===== config.mk =====
export PLATFORM = sky130hd
export DESIGN_NAME = mem_access_flat
export DESIGN_NICKNAME = d
export VERILOG_FILES = /design/src/rtl/mem_access_if.sv /design/src/rtl/mem_access.sv /design/src/flat_wrapper.sv
export SDC_FILE = /design/constraint.sdc
export NUM_CORES = 1
export LEC_CHECK = 0
export CAP_MARGIN = 20
export CELL_PAD_IN_SITES_DETAIL_PLACEMENT = 1
export CELL_PAD_IN_SITES_GLOBAL_PLACEMENT = 1
export CORE_ASPECT_RATIO = 0.75
export CORE_MARGIN = 2
export CORE_UTILIZATION = 25
export CTS_CLUSTER_SIZE = 25
export DETAILED_ROUTE_END_ITERATION = 10
export GPL_TIMING_DRIVEN = 1
export PLACE_DENSITY_LB_ADDON = 0.2
export SLEW_MARGIN = 20
export SYNTH_ARGS = -nofsm -noshare
export SYNTH_HDL_FRONTEND = slang
export SYNTH_SLANG_ARGS = --single-unit

===== constraint.sdc =====
create_clock -name clk -period 2.3 [get_ports clk]
set_input_delay 0.345 -clock clk [delete_from_list [all_inputs] [get_ports clk]]
set_output_delay 0.345 -clock clk [all_outputs]
set_load 0.05 [all_outputs]

===== src/rtl/mem_access_if.sv =====
// Data-memory bus between mem_access (master) and the data memory (slave).
// Signal names keep the master's point of view: *_o driven by mem_access, *_i by memory.
interface mem_access_if;
   logic        dmem_req_o;
   logic        dmem_we_o;
   logic [31:0] dmem_addr_o;
   logic [3:0]  dmem_be_o;
   logic [31:0] dmem_wdata_o;
   logic [31:0] dmem_rdata_i;
   logic        dmem_ack_i;

   modport master (
      output dmem_req_o, dmem_we_o, dmem_addr_o, dmem_be_o, dmem_wdata_o,
      input  dmem_rdata_i, dmem_ack_i
   );

   modport slave (
      input  dmem_req_o, dmem_we_o, dmem_addr_o, dmem_be_o, dmem_wdata_o,
      output dmem_rdata_i, dmem_ack_i
   );
endinterface


===== src/rtl/mem_access.sv =====
// Load/store unit: IDLE/REQ/DONE sequencer driving a word-addressed data-memory bus.
// Define MEM_MISALIGN_TRAP_EN to flag misaligned half/word accesses as errors instead of issuing them.
module mem_access #(
   parameter int unsigned TIMEOUT_CYCLES = 16
) (
   input  logic         clk,
   input  logic         reset,
   input  logic         start_i,
   input  logic [31:0]  ir_i,
   input  logic [31:0]  addr_i,
   input  logic [31:0]  rs2_i,
   mem_access_if.master dmem,
   output logic [31:0]  mem_o,
   output logic         wd_q_readin_o,
   output logic         busy_o,
   output logic         err_o
);
   typedef enum logic [1:0] {IDLE, REQ, DONE} state_e;

   localparam logic [6:0] OP_LOAD  = 7'b0000011;
   localparam logic [6:0] OP_STORE = 7'b0100011;
   localparam logic [7:0] CNT_LAST = 8'(TIMEOUT_CYCLES - 1);

   state_e      state_q, state_d;
   logic [7:0]  cnt_q, cnt_d;
   logic [2:0]  f3_q, f3_d;
   logic [1:0]  off_q, off_d;
   logic        req_q, req_d;
   logic        we_q, we_d;
   logic [31:0] daddr_q, daddr_d;
   logic [3:0]  be_q, be_d;
   logic [31:0] wdata_q, wdata_d;
   logic [31:0] mem_q, mem_d;
   logic        done_q, done_d;
   logic        err_q, err_d;

   logic [6:0]  opcode;
   logic [2:0]  funct3;
   logic        is_load, is_store, f3_legal, misaligned;
   logic [3:0]  lane_be;
   logic [31:0] lane_wdata;
   logic [15:0] lane_rd;
   logic [31:0] load_ext;
   logic        unused_ir;

   assign opcode    = ir_i[6:0];
   assign funct3    = ir_i[14:12];
   assign unused_ir = ^{ir_i[31:15], ir_i[11:7]};
   assign is_load   = (opcode == OP_LOAD);
   assign is_store  = (opcode == OP_STORE);
   assign f3_legal  = is_load ? (funct3 inside {3'b000, 3'b001, 3'b010, 3'b100, 3'b101})
                              : (funct3 inside {3'b000, 3'b001, 3'b010});

`ifdef MEM_MISALIGN_TRAP_EN
   assign misaligned = ((funct3[1:0] == 2'b01) && addr_i[0]) ||
                       ((funct3[1:0] == 2'b10) && (addr_i[1:0] != 2'b00));
`else
   assign misaligned = 1'b0;
`endif

   // Byte lanes and replicated store data for the incoming access size.
   always_comb begin
      // NOTE: every signal assigned in a combinational block gets a default first, so no latch is inferred.
      lane_be    = 4'b1111;
      lane_wdata = rs2_i;
      case (funct3[1:0])
         2'b00: begin
            lane_be    = 4'b0001 << addr_i[1:0];
            lane_wdata = {4{rs2_i[7:0]}};
         end
         2'b01: begin
            lane_be    = 4'b0011 << addr_i[1:0];
            lane_wdata = {2{rs2_i[15:0]}};
         end
         default: ;
      endcase
   end

   assign lane_rd = 16'(dmem.dmem_rdata_i >> {off_q, 3'b000});

   always_comb begin
      load_ext = dmem.dmem_rdata_i;
      case (f3_q)
         3'b000:  load_ext = {{24{lane_rd[7]}}, lane_rd[7:0]};
         3'b001:  load_ext = {{16{lane_rd[15]}}, lane_rd};
         3'b100:  load_ext = {24'h0, lane_rd[7:0]};
         3'b101:  load_ext = {16'h0, lane_rd};
         default: ;
      endcase
   end

   always_comb begin
      state_d = state_q;
      cnt_d   = cnt_q;
      f3_d    = f3_q;
      off_d   = off_q;
      req_d   = req_q;
      we_d    = we_q;
      daddr_d = daddr_q;
      be_d    = be_q;
      wdata_d = wdata_q;
      mem_d   = mem_q;
      done_d  = 1'b0;
      err_d   = err_q;
      case (state_q)
         IDLE: begin
            if (start_i) begin
               state_d = DONE;
               done_d  = 1'b1;
               if (is_load || is_store) begin
                  if (!f3_legal || misaligned) begin
                     err_d = 1'b1;
                  end else begin
                     state_d = REQ;
                     done_d  = 1'b0;
                     cnt_d   = 8'd0;
                     f3_d    = funct3;
                     off_d   = addr_i[1:0];
                     req_d   = 1'b1;
                     we_d    = is_store;
                     daddr_d = {addr_i[31:2], 2'b00};
                     be_d    = lane_be;
                     wdata_d = is_store ? lane_wdata : 32'h0;
                  end
               end
            end
         end
         REQ: begin
            // An ack in the expiry cycle is checked first, so it beats the timeout.
            if (dmem.dmem_ack_i || (cnt_q == CNT_LAST)) begin
               state_d = DONE;
               done_d  = 1'b1;
               req_d   = 1'b0;
               we_d    = 1'b0;
               daddr_d = 32'h0;
               be_d    = 4'h0;
               wdata_d = 32'h0;
               if (!dmem.dmem_ack_i) begin
                  mem_d = 32'h0;
                  err_d = 1'b1;
               end else if (!we_q) begin
                  mem_d = load_ext;
               end
            end else begin
               cnt_d = cnt_q + 8'd1;
            end
         end
         DONE:    state_d = IDLE;
         default: state_d = IDLE;
      endcase
   end

   always_ff @(posedge clk or negedge reset) begin
      if (!reset) begin
         state_q <= IDLE;
         cnt_q   <= 8'd0;
         f3_q    <= 3'b0;
         off_q   <= 2'b0;
         req_q   <= 1'b0;
         we_q    <= 1'b0;
         daddr_q <= 32'h0;
         be_q    <= 4'h0;
         wdata_q <= 32'h0;
         mem_q   <= 32'h0;
         done_q  <= 1'b0;
         err_q   <= 1'b0;
      end else begin
         // NOTE: state updates use non-blocking assignments so every flop samples pre-edge values.
         state_q <= state_d;
         cnt_q   <= cnt_d;
         f3_q    <= f3_d;
         off_q   <= off_d;
         req_q   <= req_d;
         we_q    <= we_d;
         daddr_q <= daddr_d;
         be_q    <= be_d;
         wdata_q <= wdata_d;
         mem_q   <= mem_d;
         done_q  <= done_d;
         err_q   <= err_d;
      end
   end

   assign dmem.dmem_req_o   = req_q;
   assign dmem.dmem_we_o    = we_q;
   assign dmem.dmem_addr_o  = daddr_q;
   assign dmem.dmem_be_o    = be_q;
   assign dmem.dmem_wdata_o = wdata_q;
   assign mem_o             = mem_q;
   assign wd_q_readin_o     = done_q;
   assign busy_o            = (state_q != IDLE);
   assign err_o             = err_q;
endmodule


===== src/flat_wrapper.sv =====
// flat-port wrapper written by rule: the top's interface ports become plain ports
module mem_access_flat 
#(
   parameter int unsigned TIMEOUT_CYCLES = 16
)
  (clk, reset, start_i, ir_i, addr_i, rs2_i, mem_o, wd_q_readin_o, busy_o, err_o, dmem_dmem_req_o, dmem_dmem_we_o, dmem_dmem_addr_o, dmem_dmem_be_o, dmem_dmem_wdata_o, dmem_dmem_rdata_i, dmem_dmem_ack_i);
  mem_access_if dmem_i ();
  input  logic clk;
  input  logic reset;
  input  logic start_i;
  input  logic [31:0] ir_i;
  input  logic [31:0] addr_i;
  input  logic [31:0] rs2_i;
  output logic [31:0] mem_o;
  output logic wd_q_readin_o;
  output logic busy_o;
  output logic err_o;
  output wire logic [$bits(dmem_i.dmem_req_o)-1:0] dmem_dmem_req_o;
  output wire logic [$bits(dmem_i.dmem_we_o)-1:0] dmem_dmem_we_o;
  output wire logic [$bits(dmem_i.dmem_addr_o)-1:0] dmem_dmem_addr_o;
  output wire logic [$bits(dmem_i.dmem_be_o)-1:0] dmem_dmem_be_o;
  output wire logic [$bits(dmem_i.dmem_wdata_o)-1:0] dmem_dmem_wdata_o;
  input wire logic [$bits(dmem_i.dmem_rdata_i)-1:0] dmem_dmem_rdata_i;
  input wire logic [$bits(dmem_i.dmem_ack_i)-1:0] dmem_dmem_ack_i;
  assign dmem_dmem_req_o = dmem_i.dmem_req_o;
  assign dmem_dmem_we_o = dmem_i.dmem_we_o;
  assign dmem_dmem_addr_o = dmem_i.dmem_addr_o;
  assign dmem_dmem_be_o = dmem_i.dmem_be_o;
  assign dmem_dmem_wdata_o = dmem_i.dmem_wdata_o;
  assign dmem_i.dmem_rdata_i = dmem_dmem_rdata_i;
  assign dmem_i.dmem_ack_i = dmem_dmem_ack_i;
  mem_access #(.TIMEOUT_CYCLES(TIMEOUT_CYCLES)) u_core (.clk(clk), .reset(reset), .start_i(start_i), .ir_i(ir_i), .addr_i(addr_i), .rs2_i(rs2_i), .dmem(dmem_i), .mem_o(mem_o), .wd_q_readin_o(wd_q_readin_o), .busy_o(busy_o), .err_o(err_o));
endmodule

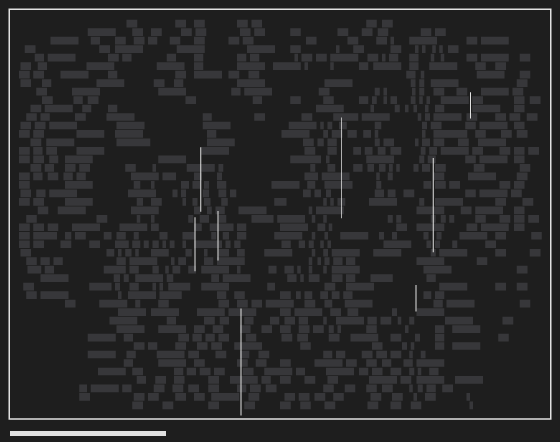
(run_1/layer_met4.png)
Bar = 50 um.
share of all routed wire: 0.87%
longest straight run: 34.0 um
Post-Route WL: 19100 um
total vias in the final route: 4850

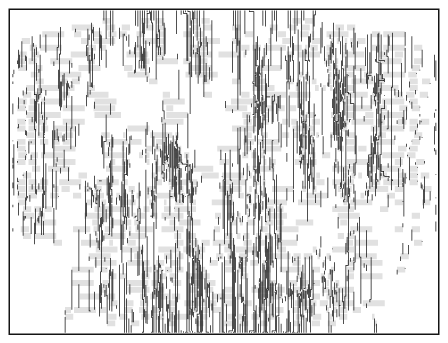
(run_1/layer_met2.png)
longest straight run: 43.7 um
wire length on this layer: 8810 um
main direction: vertical
share of all routed wire: 46%
nets with wire on the layer: 744
M2 GR Usage: 0.274

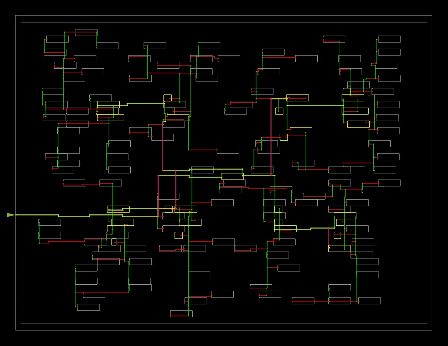
(run_1/clocks.png)
Worst Skew: 0.0101 ns
Clock Buffer Count: 17
Insertion Delay late pin: 0.41 ns
# clock sinks: 117
P_clk: 2.68 mW

==> run 1: metal layers <==
layer / wire length (um) / vias to the layer above / GRT usage
met3: 1030 / 16 / 0.0451
met1: 9070 / 2468 / 0.230
met2: 8810 / 145 / 0.274
li1: - / 2221 / -
met5: 0 / - / 0
met4: 165 / 0 / 0.0384
==> run 1: logic make-up after synthesis <==
logic type / after synthesis / share of synthesized area
AND-OR/OR-AND: 166 / 0.237
flip-flops: 117 / 0.546
AND/OR/NAND/NOR: 105 / 0.100
buffers and inverters: 41 / 0.0406
multiplexers: 38 / 0.0737
adder cells (fa/ha/maj): 1 / 0.00233
other: 1 / 0.000699
==> results_slide.txt, run 1 <==
Synthesis and Place & Route Summary

Route
  • Post-DRT Antenna Nets: 0
  • Vias per cell: 4.86
  • DR DRC count: 0
  • Initial DRC count: about 240
  • TritonRoute pass-1 iters: 4
  • Routed len/inst: around 19 um

Critical path
  • Startpoint Class: flip-flop
  • Crit path DRT: between 2 and 3 ns
  • Slowest cell on the critical path: dfrtp_1
  • CP max FO: 29
  • Worst Setup EP: u_core.dmem.dmem_addr_o[8]
  • Cell family with most CP delay: AND-OR/OR-AND gates
  • Crit path buffers/inverters: 1
  • Reg2Reg Launch Point: u_core.cnt_q[0]
  • WP data arrival: between 2 and 2.5 ns
  • CP Depth: 7
  • Flop2flop setup slack: approximately 0.18 ns
  • Crit end category: flip-flop
  • CP Launch Point: u_core.cnt_q[0]
  • Worst r2r path cells: 7
  • WS Path Type: flip-flop to flip-flop
  • Worst-path cell chain: ha_1, and3_1, a21oi_1, nand2b_1, a21o_2, buf_4, a22o_1

STA
  • Max Clk Rate: around 0.47 GHz
  • Final Hold Viols: 0
  • Max-slew headroom: 0.343
  • Setup TNS: 0 ns
  • Min Hold Slack: ~0.41 ns
  • Worst-margin pin slew: ~0.98 ns
  • Final Critical Period: between 2 and 2.5 ns
  • Final Setup Violations: 0
  • Max-slew violations: 0
  • Fin crit share: 0.923
  • RSZ-0062 raised after global routing: no
  • Final WS setup: about 0.18 ns

Flow run
  • Tool warnings: between 40 and 50
  • Maxcap violations: 0

Cells and area
  • Post-route core utilization: 0.406
  • Combinational share of cell area: 0.261
  • Area added between synthesis and finish: 59.8%
  • ClkCell Share: 0.0693
  • Share of cells above drive strength 1: 0.110
  • Layout Cells excl Fill: roughly 1000
  • Seq/total area: 0.342
  • Multi-input comb cells: between 300 and 400
  • Largest class: registers
  • Registers: approximately 120
  • Dominant logic cell type in the layout: clkdlybuf4s50_1
  • Fin nets: 830
  • Final instance area: 8570 sq um
  • Repair and plain buffers: ~240
  • # fillers: roughly 2300
  • Flop area: 2930 sq um
  • Top cells excl fill/tap: clkdlybuf4s50_1 (210), dfrtp_1 (117), a22o_1 (49)
  • Non-clock buffer share: 0.284
  • Diode count: 0
  • Non-clk invs: 6
  • Combinational Area: between 2000 and 2500 sq um

Power and ir drop
  • Leading power group: the clock network
  • Sequential Power Share: 0.369
  • Sw power: roughly 1.8 mW
  • Comb pwr: 1.13 mW
  • Pwr dens: about 710 nW/um^2
  • Lkg Pwr: 3.77 nW
  • Seq power: around 2.2 mW
  • Comb pwr share: 0.187
  • Net Sw Frac: 0.296
  • Clock share of power: 0.443
  • Power Total: between 6 and 7 mW
  • Peak supply drop: roughly 0.45 mV
  • Int Power: roughly 4.3 mW

Global route
  • Global route overflow: 0
  • Vias in the first global route: ~5300
  • Gr usage total: 0.170
  • First-pass GRT wire length: 30000 um
  • Initial antenna violation count: 0
  • Largest net degree at the start of global routing: about 47

CTS
  • CTS Buf Count: 17
  • Clock root buffer: clkbuf_16
  • CTS clock-pin slew for the worst setup and hold paths: around 0.06 ns
  • Cts repair resizes: 0
  • CTS Hold Buffers Added: 1
  • Longest Clk Path Bufs: 2
  • Post-CTS Setup Bufs: 0
  • CTS tree: built
  • H-tree Lvls: 4

Hold path
  • HP Class: input port to async pin

Die
  • Chip Height: between 100 and 150 um
  • IO Pins: ~240
  • DIE WIDTH: between 150 and 200 um
  • Floorplan core density: 0.254
  • Site row count: roughly 46
  • Tapcells: approximately 290
  • Core ar.: 21100 sq um
  • Die ar.: approximately 23000 sq um

Place
  • Dpl ws: -0.233 ns
  • Cell Area, Placed: roughly 8000 sq um
  • Global placer's final weighted congestion: about 0.83
  • DP HPWL: about 14000 um
  • Placed Cells: ~970
  • IO buf count: around 210

Synthesis
  • Post-synth top area cell: dfrtp_1
  • Number of standard cells reported by yosys: roughly 470
  • Chip Area, Yosys: roughly 5400 sq um
  • Fraction of registers with async set/reset: 1.00
  • Synth Register Bits: between 100 and 150
  • Syn Inst Count: 469
  • Post-synth seq share: 0.546
  • Synthesized area: around 5400 sq um
  • Post-synth top cells: dfrtp_1 (117), a22o_1 (49), nand2_1 (48), mux2i_1 (35), o21ai_0 (30)
  • YS warnings: 0
  • Synth Area per Inst: 11.4 sq um
  • Count of library flops with an enable pin: 0
  • Dominant flop cell: dfrtp_1
  • Area leader share: 0.546
  • Distinct lib cells used: 50
  • Most common cell in the netlist: dfrtp_1
  • Top cells by area: dfrtp_1 (55%), a22o_1 (8.0%), mux2i_1 (6.5%)

Outcome
  • Status: finished clean
==> run_1/sizes.png <==
Bar = 50 um.
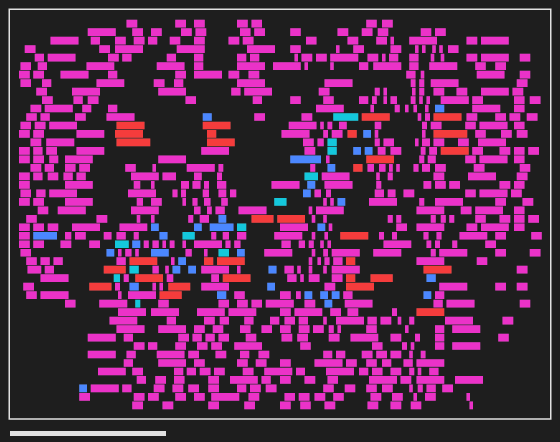

==> inputs of run 2 (changes only) <==
--- a/config.mk
+++ b/config.mk
@@ -9,7 +9,6 @@
 export CELL_PAD_IN_SITES_DETAIL_PLACEMENT = 1
 export CELL_PAD_IN_SITES_GLOBAL_PLACEMENT = 1
 export CORE_ASPECT_RATIO = 0.75
-export CORE_MARGIN = 2
 export CORE_UTILIZATION = 25
 export CTS_CLUSTER_SIZE = 25
 export DETAILED_ROUTE_END_ITERATION = 10
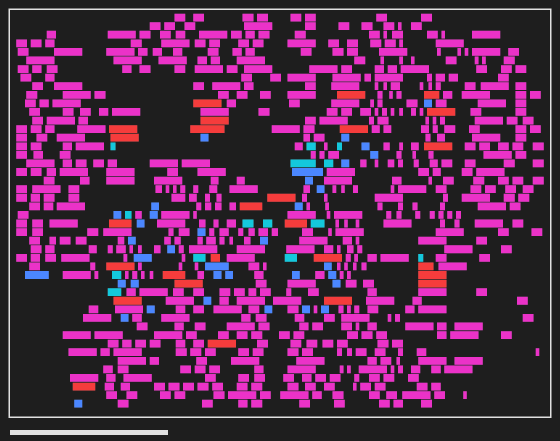
(run_2/sizes.png)
Bar = 50 um.
| size | color | cells | most used |
|---|---|---|---|
| _2 cells | cyan | 14 | clkinv_2 |
| _3 and _4 cells | blue | 36 | buf_4 |
| _0 and _1 cells | magenta | 631 | clkdlybuf4s50_1 |
| _6 and larger | red | 26 | clkbuf_16 |

==> results_slide.txt, run 2 <==
Synthesis and Place & Route Summary

Power and ir drop
  • Sequential Power Share: 0.380
  • P_clk: 2.52 mW
  • Peak supply drop: 0.396 mV
  • Power Total: ~5.9 mW
  • Sw power: about 1.7 mW
  • Int Power: approximately 4.2 mW
  • Seq power: ~2.2 mW
  • Comb pwr share: 0.192
  • Pwr dens: 693 nW/um^2
  • Clock share of power: 0.429
  • Lkg Pwr: 3.71 nW
  • Net Sw Frac: 0.293
  • Comb pwr: around 1.1 mW
  • Leading power group: the clock network

Critical path
  • Slowest cell on the critical path: dfrtp_1
  • CP Launch Point: u_core.cnt_q[0]
  • Reg2Reg Launch Point: u_core.cnt_q[0]
  • Crit path DRT: ~2.7 ns
  • WS Path Type: flip-flop to flip-flop
  • WP data arrival: 2.48 ns
  • Crit end category: flip-flop
  • Cell family with most CP delay: AND-OR/OR-AND gates
  • Crit path buffers/inverters: 1
  • Reg2Reg Capture Point: u_core.dmem.dmem_addr_o[13]
  • Flop2flop setup slack: 0.16 ns
  • CP max FO: 29
  • Worst-path cell chain: ha_1, and3_1, a21oi_1, nand2b_1, a21o_2, buf_4, a22o_1
  • CP Depth: 7
  • Slowest Stage Delay on Critical Path: approximately 0.40 ns
  • Worst r2r path cells: 7
  • Startpoint Class: flip-flop
  • Worst Setup EP: u_core.dmem.dmem_addr_o[13]

CTS
  • CTS Buf Count: 17
  • Clock root buffer: clkbuf_16
  • Insertion Delay late pin: approximately 0.41 ns
  • Longest Clk Path Bufs: 2
  • CTS tree: built
  • # clock sinks: about 120
  • CTS clock-pin slew for the worst setup and hold paths: 0.06 ns
  • Post-CTS Setup Bufs: 0
  • CTS Hold Buffers Added: 0
  • H-tree Lvls: 4
  • Cts repair resizes: 1

Synthesis
  • Post-synth top cells: dfrtp_1 (117), a22o_1 (49), nand2_1 (48), mux2i_1 (35), o21ai_0 (30)
  • YS warnings: 0
  • Post-Synth XOR/XNOR Area: 0
  • Simple Share, Synth: 0.100
  • Post-synth seq share: 0.546
  • Fraction of registers with async set/reset: 1.00
  • Synthesized area: roughly 5400 sq um
  • Post-synth top area cell: dfrtp_1
  • Synth Area per Inst: 11.4 sq um
  • Syn Inst Count: around 470
  • Most common cell in the netlist: dfrtp_1
  • Number of standard cells reported by yosys: 469
  • Synth Register Bits: approximately 120
  • Top non-seq family: AND-OR/OR-AND gates
  • Adders+Majority by Area: 0.00233
  • Top cells by area: dfrtp_1 (55%), a22o_1 (8.0%), mux2i_1 (6.5%)
  • Chip Area, Yosys: between 5000 and 6000 sq um
  • Count of library flops with an enable pin: 0
  • Area leader share: 0.546
  • Dominant flop cell: dfrtp_1
  • Aoi share: 0.237
  • Distinct lib cells used: approximately 50
  • Mux cell area share: 0.0737

Die
  • Site row count: ~46
  • Floorplan core density: 0.255
  • Die ar.: between 20000 and 25000 sq um
  • IO Pins: 237
  • DIE WIDTH: 171 um
  • Core ar.: 21100 sq um
  • Chip Height: between 100 and 150 um

STA
  • Final Critical Period: 2.14 ns
  • Final Setup Violations: 0
  • Min Hold Slack: -0.0132 ns
  • Worst Skew: 0.00976 ns
  • Worst-margin pin slew: about 1 ns
  • Max-slew headroom: 0.334
  • Max-slew violations: 0
  • Max Clk Rate: 0.468 GHz
  • Final Hold Viols: 2
  • RSZ-0062 raised after global routing: no
  • Setup TNS: 0 ns
  • Fin crit share: 0.929
  • Final WS setup: approximately 0.16 ns

Route
  • Post-Route WL: approximately 19000 um
  • Routed len/inst: around 19 um
  • DR DRC count: 0
  • Vias per cell: 4.75
  • Total vias in the final route: 4729
  • TritonRoute pass-1 iters: 5
  • Initial DRC count: around 230
  • Post-DRT Antenna Nets: 0

Flow run
  • Tool warnings: around 50
  • Maxcap violations: 0

Outcome
  • Status: finished, violations left
  • Failing checks: hold timing

Cells and area
  • Fin nets: approximately 830
  • Layout Cells excl Fill: around 1000
  • Final instance area: roughly 8500 sq um
  • Dominant logic cell type in the layout: clkdlybuf4s50_1
  • Area added between synthesis and finish: 58.5%
  • Share of cells above drive strength 1: 0.107
  • Post-route core utilization: 0.404
  • # fillers: 2311
  • Diode count: 0
  • Top cells excl fill/tap: clkdlybuf4s50_1 (210), dfrtp_1 (117), a22o_1 (49)

Hold path
  • HP Class: input port to async pin

Place
  • Placed Cells: slightly below 1000
  • DP HPWL: roughly 14000 um
  • Cell Area, Placed: ~8000 sq um
  • Global placer's final weighted congestion: approximately 0.83
  • Dpl ws: -0.188 ns
  • IO buf count: about 210

Global route
  • First-pass GRT wire length: between 20000 and 30000 um
  • Gr usage total: 0.176
  • Vias in the first global route: between 5000 and 6000
  • Global route overflow: 0
  • Initial antenna violation count: 0
  • Largest net degree at the start of global routing: about 120
==> run 2: layer usage <==
layer / share of wire / up-vias / wire length, um / GRT usage
met3: 0.055 / 8 / 1050 / 0.0474
met1: 0.48 / 2371 / 8990 / 0.246
met4: 0.0043 / 0 / 81 / 0.0299
li1: - / 2220 / - / -
met5: 0 / - / 0 / 0
met2: 0.47 / 130 / 8810 / 0.275
==> run 2: cell type report <==
type / count / area (sq um) / area share
well taps: 288 / 360 / 0.0424
inverters: 6 / 22.5 / 0.00265
clock inverters: 12 / 106 / 0.0125
clock buffers: 19 / 453 / 0.0533
flip-flops and latches: 117 / 2930 / 0.344
multi-input cells: 312 / 2230 / 0.263
repair buffers: 241 / 2400 / 0.282
==> run_2/wires.png <==
Two of the layers only.
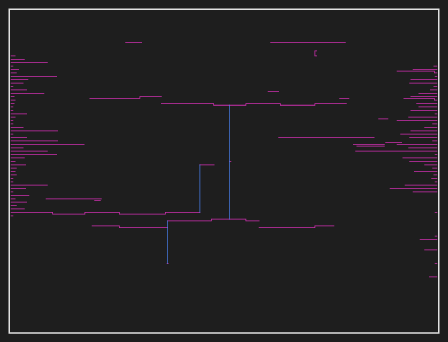

==> inputs of run 3 (changes only) <==
--- a/config.mk
+++ b/config.mk
@@ -9,12 +9,12 @@
 export CELL_PAD_IN_SITES_DETAIL_PLACEMENT = 1
 export CELL_PAD_IN_SITES_GLOBAL_PLACEMENT = 1
 export CORE_ASPECT_RATIO = 0.75
+export CORE_MARGIN = 4
 export CORE_UTILIZATION = 25
 export CTS_CLUSTER_SIZE = 25
 export DETAILED_ROUTE_END_ITERATION = 10
 export GPL_TIMING_DRIVEN = 1
 export PLACE_DENSITY_LB_ADDON = 0.2
-export SLEW_MARGIN = 20
 export SYNTH_ARGS = -nofsm -noshare
 export SYNTH_HDL_FRONTEND = slang
 export SYNTH_SLANG_ARGS = --single-unit
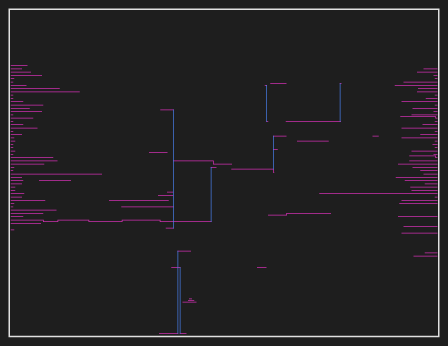
(run_3/wires.png)
Two of the layers only.
| layer | color | wire length |
|---|---|---|
| metal 3 | magenta | 1110 um |
| metal 4 | blue | 177 um |

==> results_slide.txt, run 3 <==
Synthesis and Place & Route Summary

Place
  • IO buf count: approximately 210
  • Placed Cells: slightly below 1000
  • Cell Area, Placed: 7970 sq um
  • Global placer's final weighted congestion: 0.805
  • DP HPWL: between 10000 and 15000 um

Cells and area
  • Repair and plain buffers: roughly 240
  • Layout Cells excl Fill: approximately 1000
  • # fillers: about 2300
  • Fin nets: ~830
  • Combinational share of cell area: 0.259
  • Registers: 117
  • Share of cells above drive strength 1: 0.110
  • Post-route core utilization: 0.408
  • Diode count: 0
  • Multi-input comb cells: 312
  • Dominant logic cell type in the layout: clkdlybuf4s50_1
  • Flop area: slightly below 3000 sq um
  • Non-clk invs: 6
  • Clock Buffer Count: 20

Power and ir drop
  • Seq power: between 2 and 2.5 mW
  • Pwr dens: ~720 nW/um^2
  • Power Total: between 6 and 7 mW
  • Comb pwr: around 1.1 mW
  • Peak supply drop: slightly below 0.4 mV
  • Comb pwr share: 0.183
  • Lkg Pwr: between 3 and 4 nW
  • Leading power group: the clock network
  • Clock share of power: 0.459
  • Int Power: 4.51 mW
  • Sequential Power Share: 0.359

Critical path
  • Reg2Reg Capture Point: u_core.dmem.dmem_addr_o[16]
  • Flop2flop setup slack: between 0.15 and 0.2 ns
  • WP data arrival: 2.46 ns
  • Crit end category: flip-flop
  • Worst Setup EP: u_core.dmem.dmem_addr_o[16]
  • Crit path DRT: roughly 2.7 ns
  • CP max FO: 29
  • CP Launch Point: u_core.cnt_q[0]

Global route
  • Grt met3 use: 0.0470
  • Vias in the first global route: about 5300
  • GRT busiest layer: met2
  • Met1 usage in global routing: 0.230
  • Gr usage total: 0.167
  • First-pass GRT wire length: around 31000 um
  • Global route overflow: 0
  • M2 GR Usage: 0.264
  • Initial antenna violation count: 0

Synthesis
  • Most common cell in the netlist: dfrtp_1
  • Synth Register Bits: between 100 and 150
  • Simple Share, Synth: 0.100
  • Syn Inst Count: roughly 470
  • Synthesized area: approximately 5400 sq um
  • Post-synth top cells: dfrtp_1 (117), a22o_1 (49), nand2_1 (48), mux2i_1 (35), o21ai_0 (30)
  • Distinct lib cells used: ~50
  • Chip Area, Yosys: between 5000 and 6000 sq um
  • Post-synth seq share: 0.546
  • Post-Synth XOR/XNOR Area: 0
  • Count of library flops with an enable pin: 0
  • Mux cell area share: 0.0737
  • Dominant flop cell: dfrtp_1
  • Top non-seq family: AND-OR/OR-AND gates
  • Number of standard cells reported by yosys: around 470
  • Fraction of registers with async set/reset: 1.00

STA
  • Max-slew headroom: 0.302
  • Max-slew violations: 0
  • Setup TNS: 0 ns
  • Max Clk Rate: roughly 0.47 GHz
  • Final WS setup: ~0.19 ns
  • Final Critical Period: 2.11 ns
  • Fin crit share: 0.919

CTS
  • CTS clock-pin slew for the worst setup and hold paths: around 0.06 ns
  • Post-CTS Setup Bufs: 0
  • Cts repair resizes: 0
  • CTS Hold Buffers Added: 1
  • H-tree Lvls: 4
  • CTS Buf Count: 17
  • Longest Clk Path Bufs: 2

Route
  • Routed len/inst: roughly 20 um
  • Total vias in the final route: ~4900
  • WL met3: around 1100 um
  • Post-DRT Antenna Nets: 0
  • DR DRC count: 0
  • TritonRoute pass-1 iters: 4

Die
  • Site row count: 46
  • Floorplan core density: 0.254
  • Die ar.: 23900 sq um
  • Chip Height: between 100 and 150 um
  • DIE WIDTH: roughly 180 um
  • IO Pins: 237

Outcome
  • Status: finished clean

Flow run
  • Maxcap violations: 0

Hold path
  • HP Class: input port to async pin
-- run 3: cell counts after synthesis --
Identical to the previous run, type by type.
-- run 3: critical path: stages (launching register included) --
cell	delay (ns)
dfrtp_1	0.40
ha_1	0.26
and3_1	0.25
a21oi_1	0.27
nand2b_1	0.25
a21o_2	0.19
buf_6	0.24
a22o_1	0.18
-- run 3: how the worst min path moves through the flow --
stage | startpoint | to | slack [ns]
detailed placement | reset | u_core.dmem.dmem_wdata_o[12] | 0.37
global placement | reset | u_core.dmem.dmem_wdata_o[19] | 0.37
global route | reset | u_core.dmem.dmem_wdata_o[12] | 0.51
floorplan | reset | u_core.cnt_q[0] | 0.05
finish | reset | u_core.dmem.dmem_wdata_o[12] | 0.46
CTS | reset | u_core.dmem.dmem_wdata_o[12] | 0.47
Power and IR drop assume default switching activity.
